[config.mk]
export PLATFORM = sky130hd
export DESIGN_NAME = mda_hbridge_deadtime
export DESIGN_NICKNAME = d
export VERILOG_FILES = /design/src/rtl/mda_hbridge_deadtime.sv
export SDC_FILE = /design/constraint.sdc
export NUM_CORES = 1
export LEC_CHECK = 0
export ABC_AREA = 1
export CORE_ASPECT_RATIO = 0.7
export CORE_MARGIN = 2
export CORE_UTILIZATION = 63
export CTS_CLUSTER_SIZE = 12
export DETAILED_ROUTE_END_ITERATION = 7
export GPL_ROUTABILITY_DRIVEN = 1
export PLACE_DENSITY = 0.82
export SLEW_MARGIN = 20
export SYNTH_ARGS = -nofsm -noshare
export SYNTH_HDL_FRONTEND = slang
export SYNTH_SLANG_ARGS = --single-unit
[constraint.sdc]
create_clock -name clk -period 3.35 [get_ports clk]
set_clock_uncertainty 0.05 [all_clocks]
set_input_delay 0.5025 -clock clk [delete_from_list [all_inputs] [get_ports clk]]
set_output_delay 0.5025 -clock clk [all_outputs]
set_load 0.05 [all_outputs]
[src/rtl/mda_hbridge_deadtime.sv]
// H-bridge gate sequencer: turns an enable/direction/PWM command into the
// 4-bit gate word {fwd_top, fwd_bot, rev_top, rev_bot}. Every change between
// non-zero patterns passes through DEAD_CYCLES of all-off. A drive reversal
// first holds BRAKE until REV_HOLD_CYCLES non-drive cycles have elapsed.
module mda_hbridge_deadtime #(
    parameter int DEAD_CYCLES     = 25,
    parameter int REV_HOLD_CYCLES = 50000
) (
    input  logic       clk,
    input  logic       reset,
    input  logic       en_in,
    input  logic       dir_in,
    input  logic       pwm_in,
    output logic [3:0] hb_out,
    output logic       dead_busy,
    output logic       drive_dir
);

    localparam int DW = $clog2(DEAD_CYCLES + 1);
    localparam int RW = $clog2(REV_HOLD_CYCLES + 1);
    localparam logic [DW-1:0] DEAD_LAST = DW'(DEAD_CYCLES - 1);
    localparam logic [RW-1:0] HOLD_V    = RW'(REV_HOLD_CYCLES);

    localparam logic [3:0] PAT_COAST = 4'b0000;
    localparam logic [3:0] PAT_FWD   = 4'b1001;
    localparam logic [3:0] PAT_REV   = 4'b0110;
    localparam logic [3:0] PAT_BRAKE = 4'b0101;

    typedef enum logic [1:0] {COAST_S, ON_S, DEAD_S} state_t;

    state_t          state_q, state_d;
    logic [3:0]      cur_q, cur_d;
    logic [DW-1:0]   dcnt_q, dcnt_d;
    logic [RW-1:0]   rev_cnt_q, rev_cnt_d;
    logic            drive_dir_q, drive_dir_d;
    logic            en_q, dir_q, pwm_q;
    logic [3:0]      desired, eff;
    logic            des_drive, opposite;

    // Single register stage on the command inputs; everything below uses these.
    always_ff @(posedge clk) begin
        if (reset) begin
            en_q  <= 1'b0;
            dir_q <= 1'b0;
            pwm_q <= 1'b0;
        end else begin
            en_q  <= en_in;
            dir_q <= dir_in;
            pwm_q <= pwm_in;
        end
    end

    // Requested pattern, downgraded to BRAKE while a reversal is still locked out.
    always_comb begin
        if (!en_q)      desired = PAT_COAST;
        else if (pwm_q) desired = dir_q ? PAT_FWD : PAT_REV;
        else            desired = PAT_BRAKE;
        des_drive = (desired == PAT_FWD) || (desired == PAT_REV);
        opposite  = des_drive && ((desired == PAT_FWD) != drive_dir_q);
        eff       = (opposite && (rev_cnt_q < HOLD_V)) ? PAT_BRAKE : desired;
    end

    // Gate word and status are pure decodes of the state register.
    always_comb begin
        hb_out    = (state_q == ON_S) ? cur_q : PAT_COAST;
        dead_busy = (state_q == DEAD_S);
        drive_dir = drive_dir_q;
    end

    // Non-drive cycle counter: clears while driving, otherwise saturates at the hold.
    always_comb begin
        rev_cnt_d = rev_cnt_q;
        if ((hb_out == PAT_FWD) || (hb_out == PAT_REV))
            rev_cnt_d = '0;
        else if (rev_cnt_q != HOLD_V)
            rev_cnt_d = rev_cnt_q + 1'b1;
    end

    // Sequencer next state: the count is not restarted by eff changes in DEAD;
    // whatever eff is at expiry gets loaded.
    always_comb begin
        state_d     = state_q;
        cur_d       = cur_q;
        dcnt_d      = dcnt_q;
        drive_dir_d = drive_dir_q;
        case (state_q)
            COAST_S: begin
                if (eff != PAT_COAST) begin
                    state_d = DEAD_S;
                    dcnt_d  = '0;
                end
            end
            ON_S: begin
                if (eff == PAT_COAST) begin
                    state_d = COAST_S;
                end else if (eff != cur_q) begin
                    state_d = DEAD_S;
                    dcnt_d  = '0;
                end
            end
            DEAD_S: begin
                if (!en_q) begin
                    state_d = COAST_S;
                end else if (dcnt_q == DEAD_LAST) begin
                    if (eff != PAT_COAST) begin
                        state_d = ON_S;
                        cur_d   = eff;
                        if (eff == PAT_FWD) drive_dir_d = 1'b1;
                        if (eff == PAT_REV) drive_dir_d = 1'b0;
                    end else begin
                        state_d = COAST_S;
                    end
                end else begin
                    dcnt_d = dcnt_q + 1'b1;
                end
            end
            default: state_d = COAST_S;
        endcase
    end

    // State registers; reset lets either direction drive immediately.
    always_ff @(posedge clk) begin
        if (reset) begin
            state_q     <= COAST_S;
            cur_q       <= PAT_COAST;
            dcnt_q      <= '0;
            rev_cnt_q   <= HOLD_V;
            drive_dir_q <= 1'b1;
        end else begin
            state_q     <= state_d;
            cur_q       <= cur_d;
            dcnt_q      <= dcnt_d;
            rev_cnt_q   <= rev_cnt_d;
            drive_dir_q <= drive_dir_d;
        end
    end

endmodule

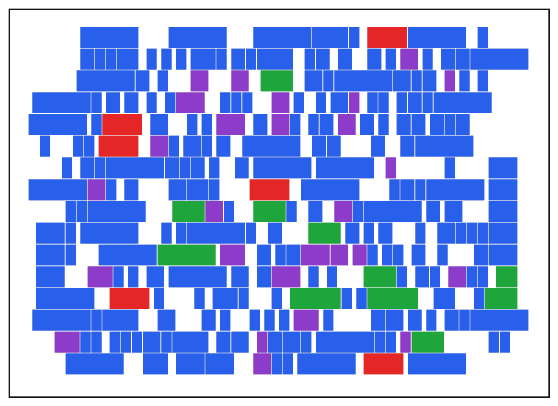
run_1/sizing.png
Scale: 8 px per micron.
Green stands for x3 and x4, cells 11, share 4.2%, most used nor2_4. Red stands for x6 and larger, cells 6, share 2.3%, most used clkbuf_8. Purple stands for x2, cells 27, share 10%, most used nand2_2. Blue stands for x1 and smaller, cells 219, share 83%.
worst setup margin: 0.870 ns
synth-to-layout area growth: 13.0%

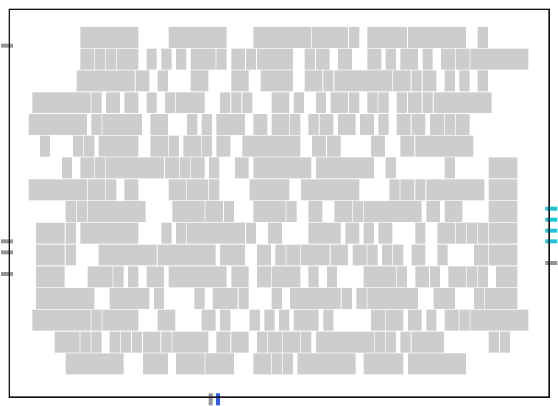
run_1/pinout.png
Scale: 8 px per micron. Pins as bars across the die edge, other pins in gray.
Cyan stands for hb_out, pins 4, direction output, edge right. Blue stands for drive_dir, pins 1, direction output, edge bottom.
I/O Buffers: 10
Die Ht: 48.3 microns
die width: 67.3 microns

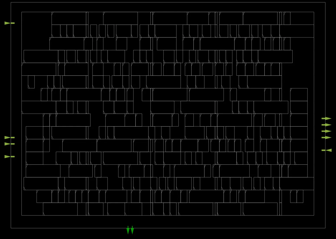
run_1/placed.png
n_taps: 36
# fillers: 256
Core Footprint: 2720 sq um
Cell Count, Final, Fillers Out: 299
Core Util, Final: 73.3%

==> job_summary.md, run 1 <==
## Implementation flow summary

| Metric | Value |
|---|---|
| CP delay by family, top | `buffers and inverters` |
| Setup crit end kind | `output pin` |
| DRT antenna net count | `0` |
| First-pass GRT wire length | `6.43 mm` |
| Dpl cell area | `1910 sq um` |
| Fp util | `64.9%` |
| # Post-CTS Setup Buffers | `0` |
| Top Layout Cells | `inv_1, nand2_1, dfxtp_1, nor2_1, a21oi_1` |
| Slew headroom | `67.1%` |
| DP HPWL | `2.72 mm` |
| Top_reg_cell synth | `dfxtp_1` |
| Via Count | `1,578` |
| Max Fclk | `0.403 GHz` |
| # placed instances | `292` |
| Tool warnings | `28` |
| Setup TNS | `0 ns` |
| Comb power frac | `10.2%` |
| Sequential fraction of the synthesis area | `35.1%` |
| Slew Viols, Final | `0` |
| Status | `finished, final reports clean` |
| Min-delay src | `dcnt_q[4]` |
| Layout cell share with drive strength beyond 1 | `16.7%` |
| Mux share | `0%` |
| Final GP Congestion | `0.831` |
| Initial antenna violation count | `0` |
| Late-Pin Clk Latency | `0.28 ns` |
| Plain + repair buffers | `11` |
| Non-clock buffer share | `5.39%` |
| Post-synth cell types | `32` |
| Cells along the critical path | `inv_1, nor2_4, inv_1, nor2_1, clkdlybuf4s50_1` |
| Per-cell routed wire length | `12.1 microns` |
| Max cap viols | `0` |
| CP max stage delay | `0.83 ns` |
| CTS HTree Levels | `2` |
| CTS Hold Bufs | `0` |
| Xor+xnor area frac | `1.49%` |
| Pwr top | `sequential cells` |
| Top cells by count | `inv_1, nand2_1, dfxtp_1` |
| Fin area | `2000 sq um` |
| Drt drc | `0` |
| Post-CTS sizing | `0` |
| Avg Synthesized Cell Area | `7.18 sq um` |
| Aggregate global routing overflow | `0` |
| Adder Share, Synth | `2.83%` |
| Gate Count Post-Synth | `246` |
| Total CTS buffers | `5` |
| Fin crit share | `74.0%` |
| Worst-Margin Slew | `0.492 ns` |
| Routed WL | `3.61 mm` |
| Aoi share | `14.1%` |
| Floorplan Nets | `255` |
| Yosys stat area | `1770 sq um` |
| Critical path origin | `state_q[0]` |
| Async S/R FF share, synth | `0%` |
| PwrDens | `387 nW/um^2` |
| Clk pin slew, worst setup/hold paths | `0.06 ns` |
| RR Startpoint | `rev_cnt_q[3]` |
| DR iter-0 viols | `60` |
| Clk power | `0.299 mW` |
| Hold Fails Final Rpt | `0` |
| Seq pwr share | `51.1%` |
| NetSw | `0.199 mW` |
| Hold Path Class | `reg2reg` |
| Combinational power | `0.0785 mW` |
| Clock tree buffer depth | `2` |
| CP Max Fanout | `4` |
| Final setup fails | `0` |
| TritonCTS clock tree | `done` |
| Flop count | `31` |
| Logic area | `962 sq um` |
| Clock share of power | `38.7%` |
-- run 1: path summary, 6_finish.rpt --
kind	endpoint	slack, ns	depth (start not counted)
setup reg to reg	rev_cnt_q[15]	1.42	11
hold reg to reg	dcnt_q[4]	0.46	2
hold / removal	dcnt_q[4]	0.46	2
setup / recovery	hb_out[1]	0.87	5
-- run 1: sequential cells by signal, summed over array words and instances, names as in the netlist --
register   cells
dcnt_q         5
drive_dir      1
en_q           1
dir_q          1
pwm_q          1
rev_cnt_q     16
cur_q          4
state_q        2
-- run 1: metal layers --
layer	track usage [%]	vias to the layer above	share of wire (%)
met5	0	-	0
met1	37.6	707	54
met3	6.98	7	5.0
met4	11.6	0	2.0
met2	36.1	33	39
li1	-	831	-
==> run 2: changes to the inputs <==
--- a/config.mk
+++ b/config.mk
@@ -8,11 +8,11 @@
 export ABC_AREA = 1
 export CORE_ASPECT_RATIO = 0.7
 export CORE_MARGIN = 2
-export CORE_UTILIZATION = 63
+export CORE_UTILIZATION = 58
 export CTS_CLUSTER_SIZE = 12
 export DETAILED_ROUTE_END_ITERATION = 7
 export GPL_ROUTABILITY_DRIVEN = 1
-export PLACE_DENSITY = 0.82
+export PLACE_DENSITY = 0.76
 export SLEW_MARGIN = 20
 export SYNTH_ARGS = -nofsm -noshare
 export SYNTH_HDL_FRONTEND = slang
==> constraint.sdc (replaced) <==
create_clock -name clk -period 2.4 [get_ports clk]
set_clock_uncertainty 0.05 [all_clocks]
set_input_delay 0.36 -clock clk [delete_from_list [all_inputs] [get_ports clk]]
set_output_delay 0.36 -clock clk [all_outputs]
set_load 0.05 [all_outputs]
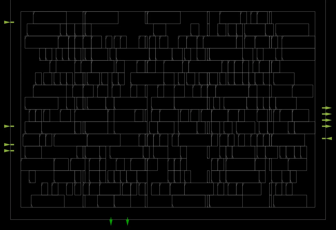
run_2/placed.png
Seq/total area: 31.0%
Cell Count, Final, Fillers Out: 300
# rows: 16
# fillers: 237

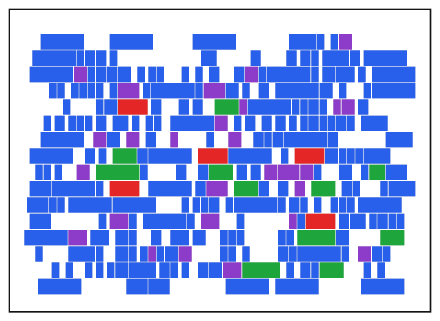
run_2/sizing.png
Scale: 6 px per micron.
Blue stands for x1 and smaller, cells 221, share 84%. Red stands for x6 and larger, cells 5, share 1.9%, most used clkbuf_8. Green stands for x3 and x4, cells 11, share 4.2%, most used nor2_4. Purple stands for x2, cells 27, share 10%, most used nand2_2.
synth-to-layout area growth: 13.2%
fin area: 2000 sq um
Plain + repair buffers: 11
worst setup margin: 0.180 ns

==> run 2 against run 1 <==
Net effect: first-iteration DRC count grew 83%; largest cell class unchanged; non-clock buffer count is the same; register-to-register slack lost 0.91 ns; critical endpoint is now dead_busy.
==> job_summary.md, run 2 <==
## Implementation flow summary

| Metric | Value |
|---|---|
| Status | `finished, final reports clean` |
| Adder Share, Synth | `2.83% (unchanged)` |
| Core Util, Final | `70.3% (-3.0 points)` |
| Setup TNS | `0 ns (unchanged)` |
| Cells along the critical path | `inv_1, nor2_1, clkdlybuf4s50_1` |
| Fp util | `62.1% (-2.7 points)` |
| Fin crit share | `92.5%` |
| DR iter-0 viols | `110 (+83%)` |
| Largest registers | `rev_cnt_q: 16 flops, dcnt_q: 5 flops, cur_q: 4 flops` |
| Slew Viols, Final | `0 (unchanged)` |
| PwrDens | `525 nW/um^2 (+36%)` |
| Per-cell routed wire length | `11.6 microns (-3.6%)` |
| Top_reg_cell synth | `dfxtp_1` |
| DP HPWL | `2.69 mm (-0.99%)` |
| Max Fclk | `0.450 GHz` |
| Largest Register | `rev_cnt_q` |
| Worst-Margin Slew | `0.510 ns (+0.0173 ns)` |
| CP delay by family, top | `buffers and inverters` |
| I/O Buffers | `10 (unchanged)` |
| Hold Path Class | `reg2reg` |
| Routed WL | `3.49 mm (-3.3%)` |
| Clk pin slew, worst setup/hold paths | `0.06 ns (about the same)` |
| Slew headroom | `66.0% (-1.1 points)` |
| CP Max Fanout | `3 (-1)` |
| # Post-CTS Setup Buffers | `0 (unchanged)` |
| Sequential fraction of the synthesis area | `35.1% (unchanged)` |
| Core Footprint | `2840 sq um (+4.4%)` |
| Avg Synthesized Cell Area | `7.18 sq um (unchanged)` |
| Late-Pin Clk Latency | `0.28 ns (about the same)` |
| Post-synth cell types | `32 (unchanged)` |
| Drt drc | `0 (unchanged)` |
| WL met3 | `179 microns (unchanged)` |
| Die width | `70.0 microns (+4.0%)` |
| Initial antenna violation count | `0 (unchanged)` |
| Met2 WL post-DR | `1.31 mm (-7.0%)` |
| Mux share | `0% (unchanged)` |
| Met1 usage | `33.8% (-3.8 points)` |
run 2: cell type report:
type                    instances  area [sq um]
clock buffers                   7          76.3
clock inverters                 1          5.00
fillers                       237           843
inverters                      46           173
multi-input cells             168           962
flip-flops and latches         31           621
well taps                      36          45.0
repair buffers                 11           118
run 2: where the power goes:
| group | internal (mW) | switching (mW) | total [mW] |
|---|---|---|---|
| registers | 0.534 | 0.0176 | 0.551 |
| clock network | 0.203 | 0.186 | 0.389 |
| logic | 0.0411 | 0.0686 | 0.110 |
run 2: worst paths after layout:
path,to,cells after the start,start
worst max-delay path,dead_busy,3,state_q[1]
worst min-delay path,dcnt_q[4],2,dcnt_q[4]
worst max register to register,rev_cnt_q[15],11,rev_cnt_q[3]
worst min register to register,dcnt_q[4],2,dcnt_q[4]
Power figures rest on the tool's default switching activity, not on a simulated workload.
